--- src/rtl/cmd_proc_engine.sv ---
// cmd_proc_engine: command-driven load/process/write engine.
// A command loads an operand (LOAD) or reuses the retained buffer (PROC),
// increments it a per-command number of times, then offers the result on
// an output port. Timeout, overflow and illegal commands park the engine in
// a sticky ERROR state with an encoded cause until clr_err is seen.
//
// Handshakes: a transfer happens on a rising clk edge where valid and ready
// are both high. cmd_valid/cmd_ready transfer cmd+iter (ready only in IDLE);
// out_valid/out_ready transfer data_out (valid only in WRITE, data stable
// while waiting); data_valid has no ready and is consumed only in READ.
module cmd_proc_engine #(
  parameter int DATA_W  = 16,
  parameter int ITER_W  = 4,
  parameter int TIMEOUT = 8
) (
  input  logic              clk,
  input  logic              rst_n,
  input  logic [2:0]        cmd,
  input  logic              cmd_valid,
  output logic              cmd_ready,
  input  logic [ITER_W-1:0] iter,
  input  logic [DATA_W-1:0] data_in,
  input  logic              data_valid,
  output logic [DATA_W-1:0] data_out,
  output logic              out_valid,
  input  logic              out_ready,
  output logic              busy,
  output logic              error_out,
  output logic [1:0]        err_code,
  input  logic              clr_err,
  output logic [2:0]        dbg_state
);

  localparam int WAIT_W = $clog2(TIMEOUT) + 1;

  localparam logic [2:0] CMD_LOAD  = 3'b001;
  localparam logic [2:0] CMD_PROC  = 3'b010;
  localparam logic [2:0] CMD_CLEAR = 3'b100;

  localparam logic [1:0] ERR_NONE    = 2'd0;
  localparam logic [1:0] ERR_ILLEGAL = 2'd1;
  localparam logic [1:0] ERR_TIMEOUT = 2'd2;
  localparam logic [1:0] ERR_OVERFLW = 2'd3;

  typedef enum logic [2:0] {
    S_IDLE    = 3'd0,
    S_READ    = 3'd1,
    S_PROCESS = 3'd2,
    S_WRITE   = 3'd3,
    S_ERROR   = 3'd4
  } state_t;

  state_t              state_q, state_d;
  logic [DATA_W-1:0]   buffer_q, buffer_d;
  logic [ITER_W-1:0]   iter_lat_q, iter_lat_d;
  logic [ITER_W-1:0]   done_cnt_q, done_cnt_d;
  logic [WAIT_W-1:0]   wait_cnt_q, wait_cnt_d;
  logic [1:0]          err_code_q, err_code_d;

  // State and datapath registers, async active-low reset.
  always_ff @(posedge clk or negedge rst_n) begin
    if (!rst_n) begin
      state_q    <= S_IDLE;
      buffer_q   <= '0;
      iter_lat_q <= '0;
      done_cnt_q <= '0;
      wait_cnt_q <= '0;
      err_code_q <= ERR_NONE;
    end else begin
      state_q    <= state_d;
      buffer_q   <= buffer_d;
      iter_lat_q <= iter_lat_d;
      done_cnt_q <= done_cnt_d;
      wait_cnt_q <= wait_cnt_d;
      err_code_q <= err_code_d;
    end
  end

  // Next-state and datapath update; every register holds unless changed.
  always_comb begin
    state_d    = state_q;
    buffer_d   = buffer_q;
    iter_lat_d = iter_lat_q;
    done_cnt_d = done_cnt_q;
    wait_cnt_d = wait_cnt_q;
    err_code_d = err_code_q;
    case (state_q)
      S_IDLE: begin
        if (cmd_valid) begin
          iter_lat_d = iter;
          done_cnt_d = '0;
          case (cmd)
            CMD_LOAD: begin
              state_d    = S_READ;
              wait_cnt_d = '0;
            end
            CMD_PROC:  state_d  = S_PROCESS;
            CMD_CLEAR: buffer_d = '0;
            default: begin
              state_d    = S_ERROR;
              err_code_d = ERR_ILLEGAL;
            end
          endcase
        end
      end
      S_READ: begin
        // Arriving data beats the timeout when both happen on one edge.
        if (data_valid) begin
          buffer_d = data_in;
          state_d  = S_PROCESS;
        end else if (wait_cnt_q == WAIT_W'(TIMEOUT - 1)) begin
          state_d    = S_ERROR;
          err_code_d = ERR_TIMEOUT;
        end else begin
          wait_cnt_d = wait_cnt_q + WAIT_W'(1);
        end
      end
      S_PROCESS: begin
        // Overflow is reported instead of wrapping; buffer keeps all-ones.
        if (done_cnt_q == iter_lat_q) begin
          state_d = S_WRITE;
        end else if (&buffer_q) begin
          state_d    = S_ERROR;
          err_code_d = ERR_OVERFLW;
        end else begin
          buffer_d   = buffer_q + DATA_W'(1);
          done_cnt_d = done_cnt_q + ITER_W'(1);
        end
      end
      S_WRITE: begin
        if (out_ready) state_d = S_IDLE;
      end
      S_ERROR: begin
        if (clr_err) begin
          state_d    = S_IDLE;
          err_code_d = ERR_NONE;
        end
      end
      default: state_d = S_IDLE;
    endcase
  end

  // Outputs decode registered state only.
  assign cmd_ready = (state_q == S_IDLE);
  assign out_valid = (state_q == S_WRITE);
  assign data_out  = (state_q == S_WRITE) ? buffer_q : '0;
  assign busy      = (state_q == S_READ) || (state_q == S_PROCESS) ||
                     (state_q == S_WRITE);
  assign error_out = (state_q == S_ERROR);
  assign err_code  = err_code_q;
  assign dbg_state = state_q;

endmodule

--- config.mk ---
export PLATFORM = sky130hd
export DESIGN_NAME = cmd_proc_engine
export DESIGN_NICKNAME = d
export VERILOG_FILES = /design/src/rtl/cmd_proc_engine.sv
export SDC_FILE = /design/constraint.sdc
export NUM_CORES = 1
export LEC_CHECK = 0
export ABC_AREA = 0
export CAP_MARGIN = 15
export CORE_MARGIN = 4
export CORE_UTILIZATION = 30
export DETAILED_ROUTE_END_ITERATION = 10
export GPL_ROUTABILITY_DRIVEN = 1
export PLACE_DENSITY = 0.54
export SETUP_SLACK_MARGIN = 0.15
export SYNTH_ARGS = -nofsm -noshare
export SYNTH_HDL_FRONTEND = slang
export SYNTH_SLANG_ARGS = --single-unit
--- constraint.sdc ---
create_clock -name clk -period 1.7 [get_ports clk]
set_input_delay 0.255 -clock clk [delete_from_list [all_inputs] [get_ports clk]]
set_output_delay 0.255 -clock clk [all_outputs]
set_load 0.01 [all_outputs]
### Wires at chosen ports, followed through buffers, run 1

Scale: 3 px per µm.
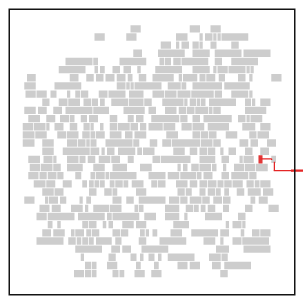
[busy] red | bits: 1 | direction: output | edge: right | end cells: 1 | wire: 13.1 µm

### Ports around the boundary, run 1

Scale: 4 px per µm. Pins as bars across the die edge, other pins in gray.
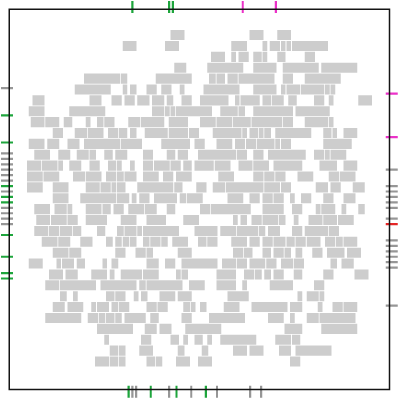
[data_in] green | pins: 16 | direction: input | edge: 9 left, 4 bottom, 3 top
[iter] magenta | pins: 4 | direction: input | edge: 2 top, 2 right
[busy] red | pins: 1 | direction: output | edge: right
all pins by edge: 21 left, 17 right, 11 bottom, 5 top
die boundary width: 94.7 µm
number of buffers added on ports: 53

### Cell sizes after repair, run 1

Scale: 4 px per µm.
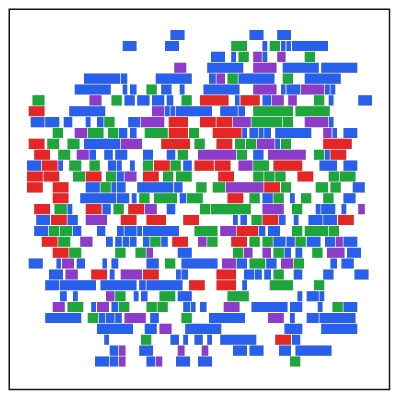
[drive 2] purple | cells: 53
[drive 3 to 4] green | cells: 100
[drive 6 and up] red | cells: 50
[drive 1 or less] blue | cells: 206
synthesis-to-finish area growth: 82.7%
Post-Layout Inst Area: 0.00412 mm²
total of plain and repair buffers excluding clock buffers: 150
worst-case setup margin in the final layout: -0.211 ns

==> GITHUB_STEP_SUMMARY, run 1 <==
## Synthesis and layout report

| Metric | Value |
|---|---|
| Proportion of cell area occupied by multi-input gates | 40.7% |
| Detailed-router iteration count before antenna repair | 4 |
| Multi-In Gates | 215 |
| Non-Clock Buffer Area Fraction | 33.4% |
| Final number of max-transition violations | 0 |
| Fill cell instance count of the final layout | 698 |
| Setup violations, final | 34 |
| Combinational gate power | 3.27 mW |
| Most frequent cells in the layout | 69 x sky130_fd_sc_hd__buf_4, 37 x sky130_fd_sc_hd__buf_6, 30 x sky130_fd_sc_hd__dfrtp_1 |
| Final net count | 440 |
| Total cells reported by yosys after synthesis | 262 |
| Largest cell class | combinational gates |
| Worst-case setup margin in the final layout | -0.211 ns |
| Number of cells on the worst reg-to-reg path | 7 |
| YS chip area | 0.00225 mm² |
| Max power group | combinational cells |
| Kind of cell adding the most delay to the critical path | simple AND/OR/NAND/NOR gates |
| Commonest cells in the synthesized netlist | 34 x sky130_fd_sc_hd__nand2_1, 33 x sky130_fd_sc_hd__dfrtp_1, 26 x sky130_fd_sc_hd__nor2_1 |
| Worst setup endpoint | dbg_state[2] |
| Violations in the final reports | setup timing |
| Top sig layer | met4 |
| Synth Cell Area | 0.00225 mm² |
| Non-Filler Instances | 508 |
| Count of buffering cells on the critical path with inverters included | 2 |
| Worst reg2reg startpoint | dbg_state[1] |
| Biggest area consumer among synthesized cells | sky130_fd_sc_hd__dfrtp_1 |
| Highest-utilization routing layer at the global route stage | met2 |
| Post-synthesis register bit count | 33 |
| Met2 wire length | 3.81 mm |
| Outcome | complete, but fails checks |
| Number of rows in the core area | 31 |
| Std-Cell Core Area | 0.00729 mm² |
| Most instantiated library cell after synthesis | sky130_fd_sc_hd__nand2_1 |
| Number of clock buffers in the layout | 7 |
| Placement Cell Area | 0.00344 mm² |
## Run 2: what changed since run 1
--- a/config.mk
+++ b/config.mk
@@ -11,7 +11,7 @@
 export CORE_UTILIZATION = 30
 export DETAILED_ROUTE_END_ITERATION = 10
 export GPL_ROUTABILITY_DRIVEN = 1
-export PLACE_DENSITY = 0.54
+export PLACE_DENSITY = 0.52
 export SETUP_SLACK_MARGIN = 0.15
 export SYNTH_ARGS = -nofsm -noshare
 export SYNTH_HDL_FRONTEND = slang
==> constraint.sdc (replaced) <==
create_clock -name clk -period 2.4 [get_ports clk]
set_input_delay 0.36 -clock clk [delete_from_list [all_inputs] [get_ports clk]]
set_output_delay 0.36 -clock clk [all_outputs]
set_load 0.01 [all_outputs]
### Placement view, run 2

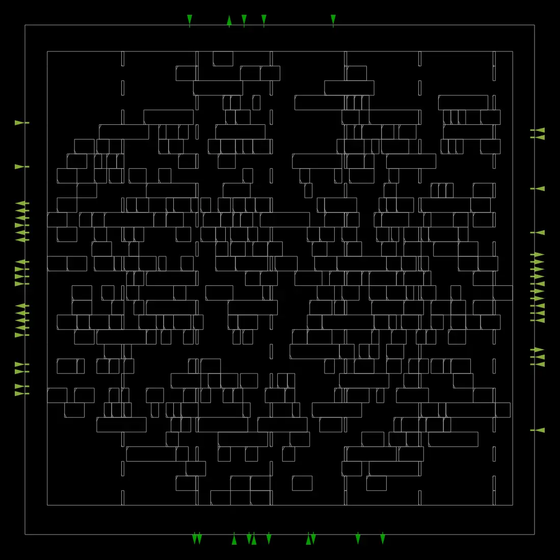
register fraction of the total cell area: 26.5%
number of rows in the core area: 31

### Wires at chosen ports, followed through buffers, run 2

Scale: 3 px per µm.
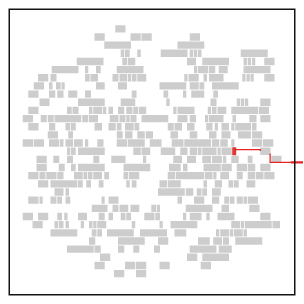
[busy] red | bits: 1 | direction: output | edge: right | end cells: 1 | wire: 19.6 µm
count of boundary I/O pins: 54

==> GITHUB_STEP_SUMMARY, run 2 <==
## Synthesis and layout report

| Metric | Value |
|---|---|
| Synthesis-to-finish area growth | 38.7% |
| Fraction of final layout cells with drive strength greater than 1 | 15.9% |
| Largest cell class | combinational gates |
| Standby leakage power | 1.34 nW |
| Sum of net half-perimeters after detailed placement | 4.91 mm |
| Non-Filler Instances | 433 (-15%) |
| Number of cells on the worst reg-to-reg path | 6 (-1) |
| Max clock buf depth | 2 |
| Antenna violations before repair | 0 |
| Synthesized-area fraction occupied by adder cells | 1.67% |
| Final net count | 366 (-17%) |
| Kind of cell adding the most delay to the critical path | buffers and inverters |
| Proportion of cell area occupied by multi-input gates | 43.8% (+3.0 points) |
| Setup violations, final | 0 (-100%) |
| Total cells reported by yosys after synthesis | 262 (unchanged) |
| Post-synthesis register bit count | 33 (unchanged) |
| H-Tree Level Count | 2 |
| Endpoint kind of the worst setup timing path | output port |
| Outcome | completed |
| Die boundary width | 94.7 µm (unchanged) |
| Highest-utilization routing layer at the global route stage | met2 |
| Most frequent cells in the layout | 52 x sky130_fd_sc_hd__clkdlybuf4s50_1, 34 x sky130_fd_sc_hd__nand2_1, 32 x sky130_fd_sc_hd__dfrtp_1 |
| Biggest area consumer among synthesized cells | sky130_fd_sc_hd__dfrtp_1 |
| Register bank with the most flops | buffer_q |
| Final number of max-transition violations | 0 (unchanged) |
| YS chip area | 0.00225 mm² (unchanged) |
| Worst setup endpoint | error_out |
| Capture point of the worst reg-to-reg path | buffer_q[11] |
| Combinational gate power | 1.30 mW (-60%) |
| Met2 wire length | 2.99 mm (-22%) |
| Synth Cell Area | 0.00225 mm² (unchanged) |
| Post-route clock skew | 0.00672 ns |
| Worst reg2reg startpoint | buffer_q[0] |
| Placement Cell Area | 0.00298 mm² (-13%) |
| Total of plain and repair buffers excluding clock buffers | 76 (-49%) |
| Std-Cell Core Area | 0.00729 mm² (unchanged) |
| Post-Layout Inst Area | 0.00313 mm² (-24%) |
| Number of buffers added on ports | 53 (unchanged) |
| Detailed-router iteration count before antenna repair | 4 (unchanged) |
| Count of buffering cells on the critical path with inverters included | 2 (unchanged) |
| Multi-In Gates | 215 (unchanged) |
| Fill cell instance count of the final layout | 756 (+8.3%) |
| Number of clock buffers in the layout | 7 (unchanged) |
| Portion of the clock cycle consumed by the worst path in the final layout | 91.6% |
| Share of flip-flops with an asynchronous set or reset after synthesis | 100% |
| Max power group | combinational cells |
### Signal wires by layer, run 2

Scale: 4 px per µm. Only two layers are drawn.
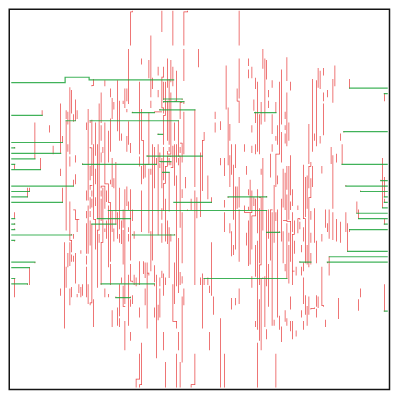
[met2] red | wire length: 2990 µm
[met3] green | wire length: 495 µm
routed length per instance: 15.5 µm
aggregate global-route resource usage: 15.8%
Vias: 2242
total length of routed wires: 6.71 mm

## Run 3: what changed since run 2
--- a/config.mk
+++ b/config.mk
@@ -13,6 +13,7 @@
 export GPL_ROUTABILITY_DRIVEN = 1
 export PLACE_DENSITY = 0.52
 export SETUP_SLACK_MARGIN = 0.15
+export SLEW_MARGIN = 5
 export SYNTH_ARGS = -nofsm -noshare
 export SYNTH_HDL_FRONTEND = slang
 export SYNTH_SLANG_ARGS = --single-unit
### Wires at chosen ports, followed through buffers, run 3

Scale: 3 px per µm.
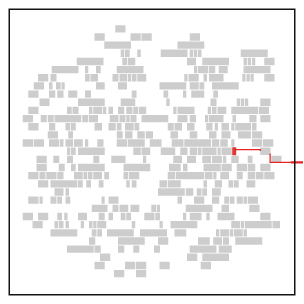
[busy] red | bits: 1 | direction: output | edge: right | end cells: 1 | wire: 19.6 µm

### Placement view, run 3

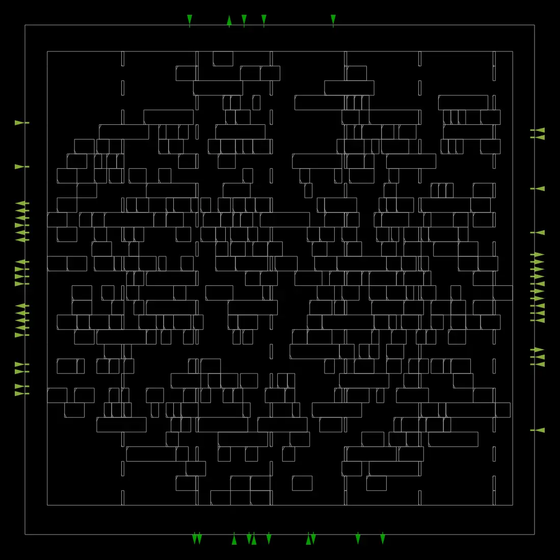
Final Util: 42.9%
fill cell instance count of the final layout: 756
Non-Filler Instances: 433

==> GITHUB_STEP_SUMMARY, run 3 <==
## Synthesis and layout report

| Metric | Value |
|---|---|
| Outcome | completed |
| Setup violations, final | 0 (unchanged) |
| Number of cells on the worst reg-to-reg path | 6 (unchanged) |
| Synth Cell Area | 0.00225 mm² (unchanged) |
| Switching power of the nets | 1.11 mW |
| Placement Cell Area | 0.00298 mm² (unchanged) |
| Multi-In Gates | 215 (unchanged) |
| Most frequent cells in the layout | 52 x sky130_fd_sc_hd__clkdlybuf4s50_1, 34 x sky130_fd_sc_hd__nand2_1, 32 x sky130_fd_sc_hd__dfrtp_1 |
| Max power group | combinational cells |
| Final number of max-transition violations | 0 (unchanged) |
| Vias | 2242 (unchanged) |
| Share of flip-flops with an asynchronous set or reset after synthesis | 100% (unchanged) |
| Clock share of power | 16.4% |
| Met2 wire length | 2.99 mm (unchanged) |
| Total cells reported by yosys after synthesis | 262 (unchanged) |
| Routed length per instance | 15.5 µm (unchanged) |
| Final net count | 366 (unchanged) |
| Proportion of cell area occupied by multi-input gates | 43.8% (unchanged) |
| Worst setup endpoint | error_out |
| Wire length on met1 | 3.16 mm |
| Endpoint kind of the worst setup timing path | output port |
| Biggest area consumer among synthesized cells | sky130_fd_sc_hd__dfrtp_1 |
| YS chip area | 0.00225 mm² (unchanged) |
| Die boundary width | 94.7 µm (unchanged) |
| Distinct lib cells | 56 |
| Number of buffers added on ports | 53 (unchanged) |
| Std-Cell Core Area | 0.00729 mm² (unchanged) |
| Antenna violations before repair | 0 (unchanged) |
| Largest cell class | combinational gates |
| Post-synthesis register bit count | 33 (unchanged) |
| Highest-utilization routing layer at the global route stage | met2 |
| Aggregate global-route resource usage | 15.8% (unchanged) |
| Register bank with the most flops | buffer_q |
| Register fraction of the total cell area | 26.5% (unchanged) |
| Number of clock buffers in the layout | 7 (unchanged) |
| Upper clock frequency limit | 0.455 GHz |
| Detailed-router iteration count before antenna repair | 4 (unchanged) |
| Count of boundary I/O pins | 54 (unchanged) |
| Sum of net half-perimeters after detailed placement | 4.91 mm (unchanged) |
| Critical-path cell list | buf_4 -> nor2_1 -> and2_4 -> clkdlybuf4s50_1 |
| Worst reg2reg startpoint | buffer_q[0] |
| Fraction of final layout cells with drive strength greater than 1 | 15.9% (unchanged) |
| Synthesized-area fraction occupied by adder cells | 1.67% (unchanged) |
| Combinational gate power | 1.30 mW (about the same) |
| Leading register cell type out of synthesis | sky130_fd_sc_hd__dfrtp_1 |
| Capture point of the worst reg-to-reg path | buffer_q[11] |
| Portion of the clock cycle consumed by the worst path in the final layout | 91.6% (unchanged) |
| Flip-flop and latch power | 0.948 mW |
| Standby leakage power | 1.34 nW (unchanged) |
| Cell with the biggest individual delay on the critical path | sky130_fd_sc_hd__clkdlybuf4s50_1 |
| Fraction of the mapped netlist area in compound gates | 23.3% |
| Post-route clock skew | 0.00672 ns (unchanged) |
| Number of global-route vias before repair | 2212 |
| Count of buffering cells on the critical path with inverters included | 2 (unchanged) |
| Number of rows in the core area | 31 (unchanged) |
| Max clock buf depth | 2 (unchanged) |
| Share of final layout cell area taken by clock buffers and inverters | 2.76% |
| Total length of routed wires | 6.71 mm (unchanged) |
| Kind of cell adding the most delay to the critical path | buffers and inverters |
### Cell sizes after repair, run 3

Scale: 4 px per µm.
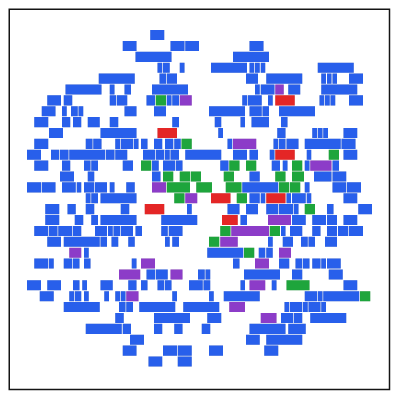
[drive 2] purple | cells: 19
[drive 3 to 4] green | cells: 27
[drive 1 or less] blue | cells: 281
[drive 6 and up] red | cells: 7
synthesis-to-finish area growth: 38.7%
total of plain and repair buffers excluding clock buffers: 76
Post-Layout Inst Area: 0.00313 mm²
worst-case setup margin in the final layout: 0.202 ns

Power figures rest on the tool's default switching activity, not on a simulated workload.
